run_1/placement_by_type.png
Fill, decap, tap and diode cells in gray.
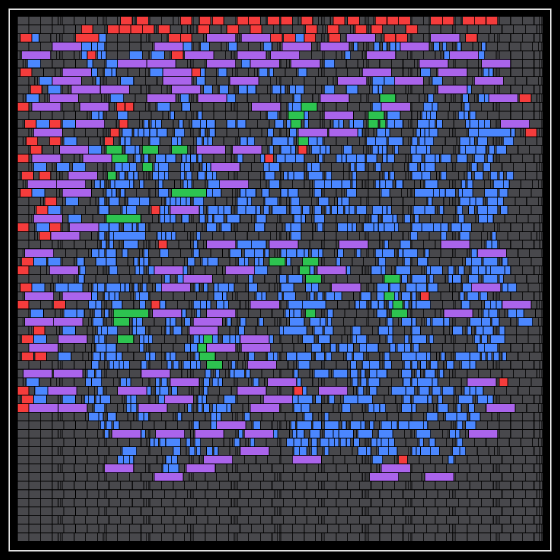
run_1/wires.png
Bar = 50 µm. Two of the layers only.
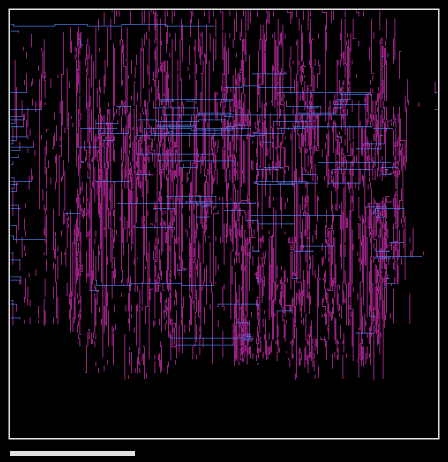
run_1/clocks.png
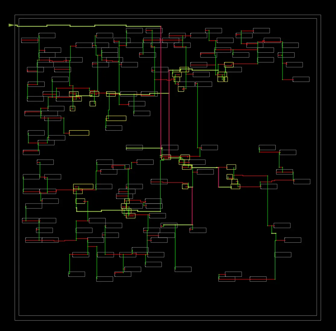
run_1/flops_by_reg.png
Bar = 50 µm.
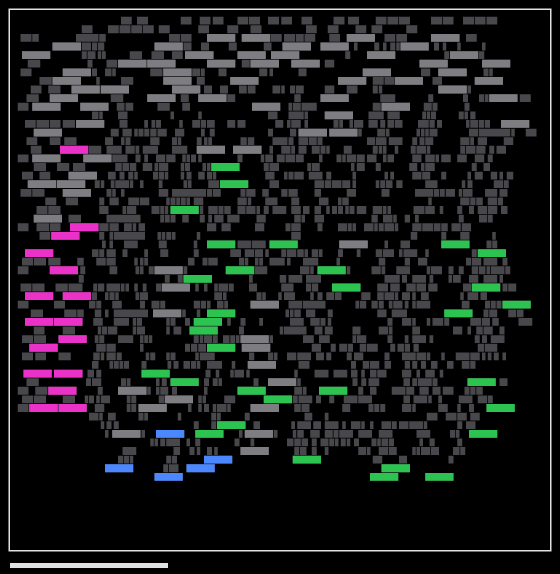
### src/rtl/alu_pkg.sv
// Shared definitions for the X-Makina ALU and the multi-cycle multiply/divide
// unit: MDU op codes, the {V,N,Z,C} status bit indices, the MDU sequencer
// states and small op-decoding helpers.
package alu_pkg;

  // MDU op codes; 4-7 are reserved.
  typedef enum logic [2:0] {
    OP_MULU = 3'd0,
    OP_MULS = 3'd1,
    OP_DIVU = 3'd2,
    OP_DIVS = 3'd3
  } mdu_op_e;

  // Bit positions inside the 4-bit status word {V,N,Z,C}.
  typedef enum logic [1:0] {
    STAT_C = 2'd0,
    STAT_Z = 2'd1,
    STAT_N = 2'd2,
    STAT_V = 2'd3
  } stat_idx_e;

  typedef enum logic [2:0] {
    IDLE,
    PREP,
    RUN,
    FIX,
    DONE
  } mdu_state_e;

  function automatic logic op_is_div(input logic [2:0] op);
    return (op == OP_DIVU) || (op == OP_DIVS);
  endfunction

  function automatic logic op_is_reserved(input logic [2:0] op);
    return op[2];
  endfunction

endpackage

### src/rtl/mdu_iter.sv
// One combinational iteration of the MDU datapath.
//   div     : 0 = shift-add multiply step, 1 = restoring divide step
//   acc_in  : 2*WORD accumulator before the step
//             multiply: {partial product high, remaining multiplier bits}
//             divide  : {partial remainder, remaining dividend / quotient bits}
//   opnd    : multiplicand magnitude (multiply) or divisor magnitude (divide)
//   acc_out : accumulator after the step
module mdu_iter #(
  parameter int WORD = 16
) (
  input  logic                div,
  input  logic [2*WORD-1:0]   acc_in,
  input  logic [WORD-1:0]     opnd,
  output logic [2*WORD-1:0]   acc_out
);

  logic [WORD:0] mul_sum;
  logic [WORD:0] div_shift;
  logic [WORD:0] div_trial;

  always_comb begin
    // NOTE: every output of a combinational block gets a default first so no
    // path can leave it unassigned and infer a latch.
    acc_out = acc_in;

    // Multiply: add the multiplicand when the current multiplier LSB is set,
    // then shift the whole accumulator right, keeping the carry.
    mul_sum = {1'b0, acc_in[2*WORD-1:WORD]}
            + {1'b0, (acc_in[0] ? opnd : {WORD{1'b0}})};

    // Divide: shift the next dividend bit into the remainder and try to
    // subtract. Bit WORD of the trial is the borrow: set means restore.
    div_shift = acc_in[2*WORD-1:WORD-1];
    div_trial = div_shift - {1'b0, opnd};

    if (div) begin
      if (!div_trial[WORD]) begin
        acc_out = {div_trial[WORD-1:0], acc_in[WORD-2:0], 1'b1};
      end else begin
        acc_out = {div_shift[WORD-1:0], acc_in[WORD-2:0], 1'b0};
      end
    end else begin
      acc_out = {mul_sum, acc_in[WORD-1:1]};
    end
  end

endmodule

### src/rtl/mdu_seq.sv
// Multi-cycle multiply/divide unit beside the combinational ALU.
// Iterative shift-add multiply (WORD x WORD -> 2*WORD) and restoring divide
// (quotient + remainder, truncating toward zero), signed and unsigned.
// WORD must be even and >= 4.
// Ports:
//   clk, rst          clock, asynchronous active-high reset
//   start             request, sampled only while busy is low
//   flush             synchronous abort back to IDLE, beats start
//   op                0 MULU, 1 MULS, 2 DIVU, 3 DIVS, 4-7 reserved
//   opA, opB          multiplicand/dividend, multiplier/divisor
//   busy              high whenever the sequencer is not IDLE
//   done              one-cycle pulse when results have been written
//   result_lo/hi      product low/high word, or quotient/remainder
//   status            {V,N,Z,C}
module mdu_seq
  import alu_pkg::*;
#(
  parameter int WORD = 16
) (
  input  logic            clk,
  input  logic            rst,
  input  logic            start,
  input  logic            flush,
  input  logic [2:0]      op,
  input  logic [WORD-1:0] opA,
  input  logic [WORD-1:0] opB,
  output logic            busy,
  output logic            done,
  output logic [WORD-1:0] result_lo,
  output logic [WORD-1:0] result_hi,
  output logic [3:0]      status
);

  localparam int CNT_W = $clog2(WORD) + 1;
  localparam logic [CNT_W-1:0] LAST_ITER = CNT_W'(WORD - 1);
  localparam logic [WORD-1:0]  MOST_NEG  = {1'b1, {(WORD-1){1'b0}}};

  mdu_state_e        state, state_n;
  logic [CNT_W-1:0]  cnt;
  logic [2:0]        op_q;
  logic [WORD-1:0]   a_q, b_q;
  logic [WORD-1:0]   opnd_q;
  logic [2*WORD-1:0] acc, acc_step;
  logic              neg_q;   // product / quotient must be negated
  logic              rneg_q;  // remainder must be negated (dividend sign)

  logic              is_div_op, is_signed, is_rsvd, div_zero, skip;
  logic              a_neg, b_neg;
  logic [WORD-1:0]   a_mag, b_mag;
  logic              accept;

  logic [2*WORD-1:0] prod;
  logic [WORD-1:0]   quo, rem;
  logic [WORD-1:0]   lo_n, hi_n;
  logic [3:0]        stat_n;

  // Operation decode from the latched request.
  assign is_div_op = op_is_div(op_q);
  assign is_rsvd   = op_is_reserved(op_q);
  assign is_signed = op_q[0];
  assign div_zero  = is_div_op && (b_q == '0);
  // Divide-by-zero and reserved ops skip the iterations entirely.
  assign skip      = is_rsvd || div_zero;

  assign a_neg = is_signed && a_q[WORD-1];
  assign b_neg = is_signed && b_q[WORD-1];
  assign a_mag = a_neg ? -a_q : a_q;
  assign b_mag = b_neg ? -b_q : b_q;

  assign accept = (state == IDLE) && start && !flush;

  assign busy = (state != IDLE);
  assign done = (state == DONE);

  mdu_iter #(.WORD(WORD)) u_iter (
    .div     (is_div_op),
    .acc_in  (acc),
    .opnd    (opnd_q),
    .acc_out (acc_step)
  );

  // State register.
  always_ff @(posedge clk or posedge rst) begin
    // NOTE: sequential state uses non-blocking assignment so every register
    // samples pre-edge values regardless of statement order.
    if (rst) state <= IDLE;
    else     state <= state_n;
  end

  // Next-state logic. Degenerate ops pass through RUN for a single cycle
  // without iterating, which gives them a fixed four-edge latency.
  always_comb begin
    state_n = state;
    if (flush) begin
      state_n = IDLE;
    end else begin
      case (state)
        IDLE:    if (start) state_n = PREP;
        PREP:    state_n = RUN;
        RUN:     if (skip || (cnt == LAST_ITER)) state_n = FIX;
        FIX:     state_n = DONE;
        DONE:    state_n = IDLE;
        default: state_n = IDLE;
      endcase
    end
  end

  // Sign correction and status formation, consumed in FIX.
  always_comb begin
    prod   = neg_q  ? -acc : acc;
    quo    = neg_q  ? -acc[WORD-1:0] : acc[WORD-1:0];
    rem    = rneg_q ? -acc[2*WORD-1:WORD] : acc[2*WORD-1:WORD];
    lo_n   = '0;
    hi_n   = '0;
    stat_n = '0;
    if (is_rsvd) begin
      stat_n[STAT_V] = 1'b1;
    end else if (!is_div_op) begin
      lo_n           = prod[WORD-1:0];
      hi_n           = prod[2*WORD-1:WORD];
      stat_n[STAT_Z] = (prod == '0);
      stat_n[STAT_N] = hi_n[WORD-1];
      if (is_signed) stat_n[STAT_V] = (hi_n != {WORD{lo_n[WORD-1]}});
      else           stat_n[STAT_C] = (hi_n != '0);
    end else if (div_zero) begin
      lo_n           = '1;
      hi_n           = a_q;
      stat_n[STAT_N] = 1'b1;
      stat_n[STAT_V] = 1'b1;
    end else begin
      lo_n           = quo;
      hi_n           = rem;
      stat_n[STAT_Z] = (quo == '0);
      stat_n[STAT_N] = quo[WORD-1];
      // Only most-negative / -1 overflows; the magnitude path already yields
      // quotient = most-negative and remainder = 0 for it.
      stat_n[STAT_V] = is_signed && (a_q == MOST_NEG) && (b_q == '1);
    end
  end

  // Datapath and result registers.
  always_ff @(posedge clk or posedge rst) begin
    if (rst) begin
      cnt       <= '0;
      op_q      <= '0;
      a_q       <= '0;
      b_q       <= '0;
      opnd_q    <= '0;
      acc       <= '0;
      neg_q     <= 1'b0;
      rneg_q    <= 1'b0;
      result_lo <= '0;
      result_hi <= '0;
      status    <= '0;
    end else begin
      if (accept) begin
        op_q <= op;
        a_q  <= opA;
        b_q  <= opB;
      end
      if (state == PREP) begin
        // Multiply keeps the multiplier in the low half and adds the
        // multiplicand; divide shifts the dividend out of the low half.
        opnd_q <= is_div_op ? b_mag : a_mag;
        acc    <= {{WORD{1'b0}}, (is_div_op ? a_mag : b_mag)};
        neg_q  <= a_neg ^ b_neg;
        rneg_q <= a_neg;
        cnt    <= '0;
      end
      if ((state == RUN) && !skip && !flush) begin
        acc <= acc_step;
        cnt <= cnt + CNT_W'(1);
      end
      if ((state == FIX) && !flush) begin
        result_lo <= lo_n;
        result_hi <= hi_n;
        status    <= stat_n;
      end
    end
  end

endmodule

### config.mk
export PLATFORM = sky130hd
export DESIGN_NAME = mdu_seq
export DESIGN_NICKNAME = d
export VERILOG_FILES = /design/src/rtl/alu_pkg.sv /design/src/rtl/mdu_iter.sv /design/src/rtl/mdu_seq.sv
export SDC_FILE = /design/constraint.sdc
export NUM_CORES = 1
export LEC_CHECK = 0
export ABC_AREA = 0
export CAP_MARGIN = 30
export CORE_MARGIN = 2
export CORE_UTILIZATION = 35
export CTS_BUF_LIST = sky130_fd_sc_hd__clkbuf_4 sky130_fd_sc_hd__clkbuf_8
export CTS_CLUSTER_DIAMETER = 80
export DETAILED_ROUTE_END_ITERATION = 10
export GPL_TIMING_DRIVEN = 1
export PLACE_DENSITY = 0.51
export SYNTH_ARGS = -nofsm -noshare
export SYNTH_HDL_FRONTEND = slang
export SYNTH_SLANG_ARGS = --single-unit
### constraint.sdc
create_clock -name clk -period 5 [get_ports clk]
set_clock_uncertainty 0.2 [all_clocks]
set_input_delay 1 -clock clk [delete_from_list [all_inputs] [get_ports clk]]
set_output_delay 1 -clock clk [all_outputs]
set_load 0.02 [all_outputs]
==> git commit body, run 1 <==
Update PnR metrics after Yosys + OpenROAD run

- Hold Path Stages: 1
- H-tree depth: 4
- GRT Overall Usage: 22.5%
- In the hold report, the worst path ends at result_lo[11]$_DFFE_PP0P_.
- Die Ht: approximately 170 µm
- Detailed placement ended at an HPWL of between 20,000 and 25,000 µm.
* Endpoint of the most critical setup path: acc[24]$_DFFE_PP0P_
- Antenna violations before repair: 0
- For the worst setup path, the data arrival time is roughly 4 ns.
- STA classifies the critical path endpoint as a flip-flop.
* Boundary pin count: around 77
- Per the Yosys statistics, synthesis produced roughly 1,200 cells.
- Total via count after detailed routing: between 8,000 and 9,000
- Count of buffer and inverter cells on the critical path: 3
* CTS buffer count: 17
- The timing report attributes the biggest portion of critical-path delay to simple AND/OR/NAND/NOR gates.
- Nets at Floorplan: ~1,300
* Status: completed
* CP max stage cell: sky130_fd_sc_hd__nor4_1
* Unrepaired setup endpoints after global routing: no
* Cell repeated most along the worst path: sky130_fd_sc_hd__inv_1
* Wire length of the first global-routing pass: about 50,000 µm
- The commonest register cell is sky130_fd_sc_hd__dfrtp_1.
* Final-report max-slew violation count: 0
- Async set or reset register ratio after synthesis: 100%
* GR Layer Usage met1: about a third
- The most critical min-delay path falls under reg2reg.
- Launch point of the worst reg-to-reg path: acc[15]$_DFFE_PP0P_
* Final Cycle Share: between 70% and 80%
* Slew of the pin with the lowest slew margin: roughly 0.93 ns
- Cell internal power was estimated by the tool at between 3 and 4 mW.
- As reported, the later end of the worst-skew pair has a clock insertion delay of 0.45 ns.
- By instance count after routing, the leading logic cell type is sky130_fd_sc_hd__nand2_1.
- Switching power as a fraction of the total was reported as 49.4%.
* Worst relative slew slack: 36.3%
* Distinct cell type count of the synthesized netlist: between 70 and 80
- Met2 track utilization from global routing: between 30% and 40%
* Depth of the critical timing path with buffers and inverters included: 13
- Fraction of layout instances using a drive strength above 1: under 10%
* Clock Pin Slew Worst Setup and Hold Paths: approximately 0.090 ns
- CP Data Required Time: ~5.1 ns
* OpenROAD warning count: 28
- The final hold violation count recorded for this run is 0.
- The count of nets left with antenna violations once routing finished came out at 0.
- At the end of routability-driven placement, the weighted congestion stood at 0.885.
- Drt via density: 5.58
- For this run, the top clock speed supported by timing is roughly 260 MHz.
- EDFF count, synth: 0
- Die width: between 150 and 200 µm
* Number of synthesis warnings: 0
- Synth Cell Area: between 0.009 and 0.01 mm²
- Once synthesis finished, the tally of register bits stood at 129.
* Worst VDD drop: just under 0.3 mV
- The region available for standard cell placement spans about 0.028 mm².
- TritonCTS built the clock tree.
- Diode count: 0
- Synth-to-Final Area Change: 15.4%
- Most Crowded Layer GR: met2
- In this run the power density over the cells is 641 mW/mm².
About placement_by_type.png:
| class | color | cells |
|---|---|---|
| combinational and other logic | blue | 969 |
| clock drivers and dummy loads | green | 32 |
| sequential cells | purple | 129 |
| remaining buffers and delay cells | red | 93 |

About wires.png:
| layer | color | wire length |
|---|---|---|
| metal 3 | blue | 1,540 µm |
| metal 2 | magenta | 14,800 µm |

About clocks.png:
CTS Sinks: 129
number of clock buffers in the layout: 19

About flops_by_reg.png:
| name in the netlist | color | sequential cells |
|---|---|---|
| b_q | magenta | 16 |
| cnt | blue | 5 |
| acc | green | 32 |

==> run 1: final cells by class <==
type / instances / area, µm² / area share [%]
Clock inverter: 13 / 173 / 1.54
Inverter: 47 / 179 / 1.60
Multi-Input combinational cell: 922 / 6010 / 53.6
Sequential cell: 129 / 3230 / 28.8
Tap cell: 378 / 473 / 4.22
Clock buffer: 19 / 249 / 2.22
Timing Repair Buffer: 93 / 901 / 8.03
==> run 1: power groups by stage <==
| stage | combinational (mW) | sequential, mW | clock (mW) |
|---|---|---|---|
| 3_3_place_gp | 4.17 | 1.98 | 0 |
| 6_report | 4.21 | 1.98 | 1.01 |
| 4_1_cts | 4.19 | 1.97 | 1.03 |
| 2_1_floorplan | 3.05 | 1.82 | 0 |
| 5_1_grt | 4.67 | 2.04 | 1.07 |
| 3_5_place_dp | 4.17 | 1.99 | 0 |
==> run 1: through the flow <==
stage / worst slack, ns / util, % / total power [mW] / instances / cell area (µm²)
3_5_place_dp: 1.11 / 39.2 / 6.16 / 1569 / 10800
6_report: 1.10 / 40.7 / 7.19 / 1601 / 11200
4_1_cts: 1.10 / 40.7 / 7.19 / 1601 / 11200
2_1_floorplan: 0.359 / - / 4.87 / 1183 / 9720
5_1_grt: 0.742 / 40.7 / 7.78 / 1601 / 11200
3_3_place_gp: 1.22 / 39.2 / 6.15 / 1569 / 10800
==> run 1: synth_stat cells, types with 37 or more instances <==
| library cell | instances | area, µm² |
|---|---|---|
| sky130_fd_sc_hd__clkbuf_1 | 64 | 240 |
| sky130_fd_sc_hd__nor3_1 | 38 | 190 |
| sky130_fd_sc_hd__xor2_1 | 44 | 385 |
| sky130_fd_sc_hd__dfrtp_1 | 129 | 3230 |
| sky130_fd_sc_hd__nand2_1 | 147 | 552 |
| sky130_fd_sc_hd__ha_1 | 40 | 500 |
| sky130_fd_sc_hd__xnor2_1 | 49 | 429 |
| sky130_fd_sc_hd__nor2_1 | 92 | 345 |
| sky130_fd_sc_hd__inv_1 | 46 | 173 |
| sky130_fd_sc_hd__a21oi_1 | 67 | 335 |
| sky130_fd_sc_hd__mux2_2 | 37 | 417 |
| sky130_fd_sc_hd__o21ai_0 | 105 | 526 |
==> run 1: sequential cells by signal, indices dropped and copies added, names as in the netlist <==
signal	flops
rneg_q	1
state	3
acc	32
result_hi	16
status	4
opnd_q	16
result_lo	16
b_q	16
a_q	16
op_q	3
cnt	5
neg_q	1
==> run 1: logic make-up (layout without fill, tap and decap cells) <==
group | after synthesis | count (layout) | synth area share [%]
buffers and inverters | 132 | 172 | 5.29
adder cells (fa/ha/maj) | 42 | 42 | 5.56
flip-flops | 129 | 129 | 33.2
AND-OR/OR-AND | 336 | 336 | 22.4
multiplexers | 53 | 53 | 5.93
XOR/XNOR | 93 | 93 | 8.38
AND/OR/NAND/NOR | 398 | 398 | 19.2
==> run 1: metal layers <==
layer  share of wire [%]  routed length, µm
met2                  46              14800
met3                 4.8               1540
met1                  48              15200
met5                   0                  0
met4                 1.4                436
==> run 1 -> run 2 <==
==> constraint.sdc (replaced) <==
create_clock -name clk -period 3.7 [get_ports clk]
set_clock_uncertainty 0.2 [all_clocks]
set_input_delay 0.74 -clock clk [delete_from_list [all_inputs] [get_ports clk]]
set_output_delay 0.74 -clock clk [all_outputs]
set_load 0.02 [all_outputs]
==> git commit body, run 2 <==
Update PnR metrics after Yosys + OpenROAD run

- Worst relative slew slack: 38.8% (was 36.3%)
- The global-route wire length before repair was 51,100 µm (was 50,400 µm).
- Top reg by flops: acc (unchanged)
* # placed instances: 1,604 (was 1,569)
- The data required time of the worst path was 3.92 ns (was 5.09 ns).
* Yosys Instances: 1,183 (unchanged)
- The count of unique library cells instantiated by Yosys was 72 (unchanged).
* Core footprint: 0.0276 mm² (unchanged)
* Antenna-violating nets left: 0 (unchanged)
* FF+latch count, synth: 129 (unchanged)
- Final std cell area, no fill: 0.0115 mm² (was 0.0112 mm²)
- The number of inserted diodes is 0 (unchanged).
* Post-route setup slack: 0.189 ns (was 1.10 ns)
- Element type at the critical path end: flip-flop (unchanged)
- The top cell type by instance count after synthesis is sky130_fd_sc_hd__nand2_1 (unchanged).
- Pre-CTS setup slack: 0.135 ns (was 1.11 ns)
- The total routing usage reported by global routing is 23.0% (was 22.5%).
* Total power after layout: 9.89 mW (was 7.19 mW)
* H-tree depth: 4 (unchanged)
- Worst VDD drop: 0.314 mV (was 0.288 mV)
- Utilization of the core after routing: 41.6% (was 40.7%)
- The highest clock rate was 285 MHz (was 256 MHz).
* Final cell count without fillers: 1,636 (was 1,601)
- The clock sink total is 129 (unchanged).
- Unrepaired setup endpoints after global routing: yes (was no)
* Data arrival at the endpoint of the critical path: 3.73 ns (was 3.99 ns)
- Status: completed (unchanged).
* Boundary pin count: 77 (unchanged)
- Biggest area contributors in the synthesized netlist: sky130_fd_sc_hd__dfrtp_1 (33%), sky130_fd_sc_hd__nand2_1 (5.7%), sky130_fd_sc_hd__o21ai_0 (5.4%), sky130_fd_sc_hd__ha_1 (5.1%), sky130_fd_sc_hd__xnor2_1 (4.4%) (unchanged)
- The top cell type by total area after synthesis is sky130_fd_sc_hd__dfrtp_1 (unchanged).
- Clock Pin Slew Worst Setup and Hold Paths: 0.09 ns (about the same)
- Number of failing hold endpoints at the final stage: 0 (unchanged)
- Flip-flop count of the largest register after layout: 32 (unchanged)
- The number of antenna violations at the first check in global routing was 0 (unchanged).
- CP delay by family, top: AND-OR/OR-AND gates (was simple AND/OR/NAND/NOR gates)
- Synth-to-Final Area Change: 18.0% (was 15.4%)
- Async set or reset register ratio after synthesis: 100% (unchanged)
* Synth Cell Area: 0.00972 mm² (unchanged)
* Leading cell types by count after synthesis: sky130_fd_sc_hd__nand2_1 (147), sky130_fd_sc_hd__dfrtp_1 (129), sky130_fd_sc_hd__o21ai_0 (105) (unchanged)
- The cell with the largest stage delay on the worst path is sky130_fd_sc_hd__a2111oi_0 (was sky130_fd_sc_hd__nor4_1).
* Count of buffer and inverter cells on the critical path: 1 (was 3)
- Routability-driven placement congestion ratio: 0.880 (was 0.885)
- Post-placement cell area: 0.0111 mm² (was 0.0108 mm²)
- Die Ht: 171 µm (unchanged)
* Die width: 171 µm (unchanged)
* Clock tree from TritonCTS: yes (unchanged)
-- run 2: final cells by class --
class	instances	area (µm²)	share of cell area (%)
Multi-Input combinational cell	922	6020	52.5
Timing Repair Buffer	128	1190	10.4
Inverter	47	180	1.57
Clock inverter	15	140	1.22
Sequential cell	129	3230	28.2
Clock buffer	17	234	2.04
Tap cell	378	473	4.12
-- run 2: worst reg2reg max path: stages, from the launching register on --
cell	delay, ns
sky130_fd_sc_hd__dfrtp_1	0.42
sky130_fd_sc_hd__buf_4	0.16
sky130_fd_sc_hd__or4_4	0.53
sky130_fd_sc_hd__or3_4	0.44
sky130_fd_sc_hd__o31ai_1	0.43
sky130_fd_sc_hd__o221ai_1	0.16
sky130_fd_sc_hd__a2111oi_0	0.73
sky130_fd_sc_hd__nor2_1	0.08
sky130_fd_sc_hd__nand4_1	0.12
sky130_fd_sc_hd__o221a_1	0.17
-- run 2: worst paths after layout --
check	slack, ns	from	endpoint	cells after the start
max in group asynchronous	2.12	rst	opnd_q[15]$_DFFE_PP0P_	3
max reg2reg	0.19	acc[0]$_DFFE_PP0P_	status[3]$_DFFE_PP0P_	9
min reg2reg	0.29	opnd_q[14]$_DFFE_PP0P_	opnd_q[14]$_DFFE_PP0P_	2
max	0.19	acc[0]$_DFFE_PP0P_	status[3]$_DFFE_PP0P_	9
min	0.29	opnd_q[14]$_DFFE_PP0P_	opnd_q[14]$_DFFE_PP0P_	2
min in group asynchronous	0.48	rst	state[1]$_DFFE_PP0P_	2
-- run 2: kinds of logic after synthesis --
family                   Yosys count  share of synthesized area (%)
adder cells (fa/ha/maj)           42                           5.56
multiplexers                      53                           5.93
AND-OR/OR-AND                    336                           22.4
flip-flops                       129                           33.2
XOR/XNOR                          93                           8.38
buffers and inverters            132                           5.29
AND/OR/NAND/NOR                  398                           19.2
-- run 2: layer usage --
layer	up-vias	part of all wire, %	global-route usage, %
met5	-	0	0
met1	4471	47	32.1
met2	247	47	37.6
met4	0	1.2	4.79
met3	26	5.0	3.84
li1	4367	-	-
-- run 2: report_power, final --
part,switching [mW],internal [mW]
clock network,0.715,0.495
logic,3.59,2.50
registers,0.689,1.90
run_2/clocks.png
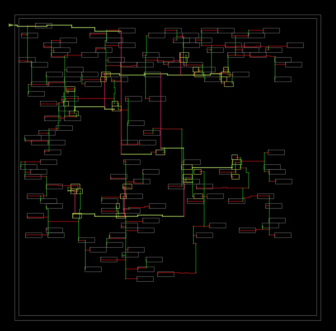
number of clock buffers in the layout: 17
CTS buffer count: 17
number of flip-flops and latches: 129
clk latency late pin: 0.49 ns

run_2/clk_routes.png
Bar = 50 µm.
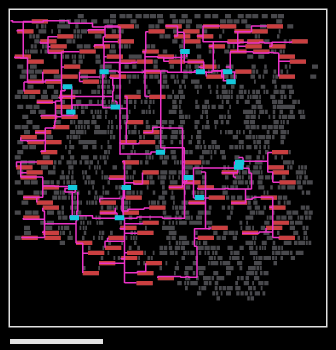
[clock drivers] cyan | count: 17
[flip-flops] red | count: 129
[clock wires] magenta | length: 2,140 µm
routed clock nets: 18

Power is estimated from default activity; no workload was simulated.
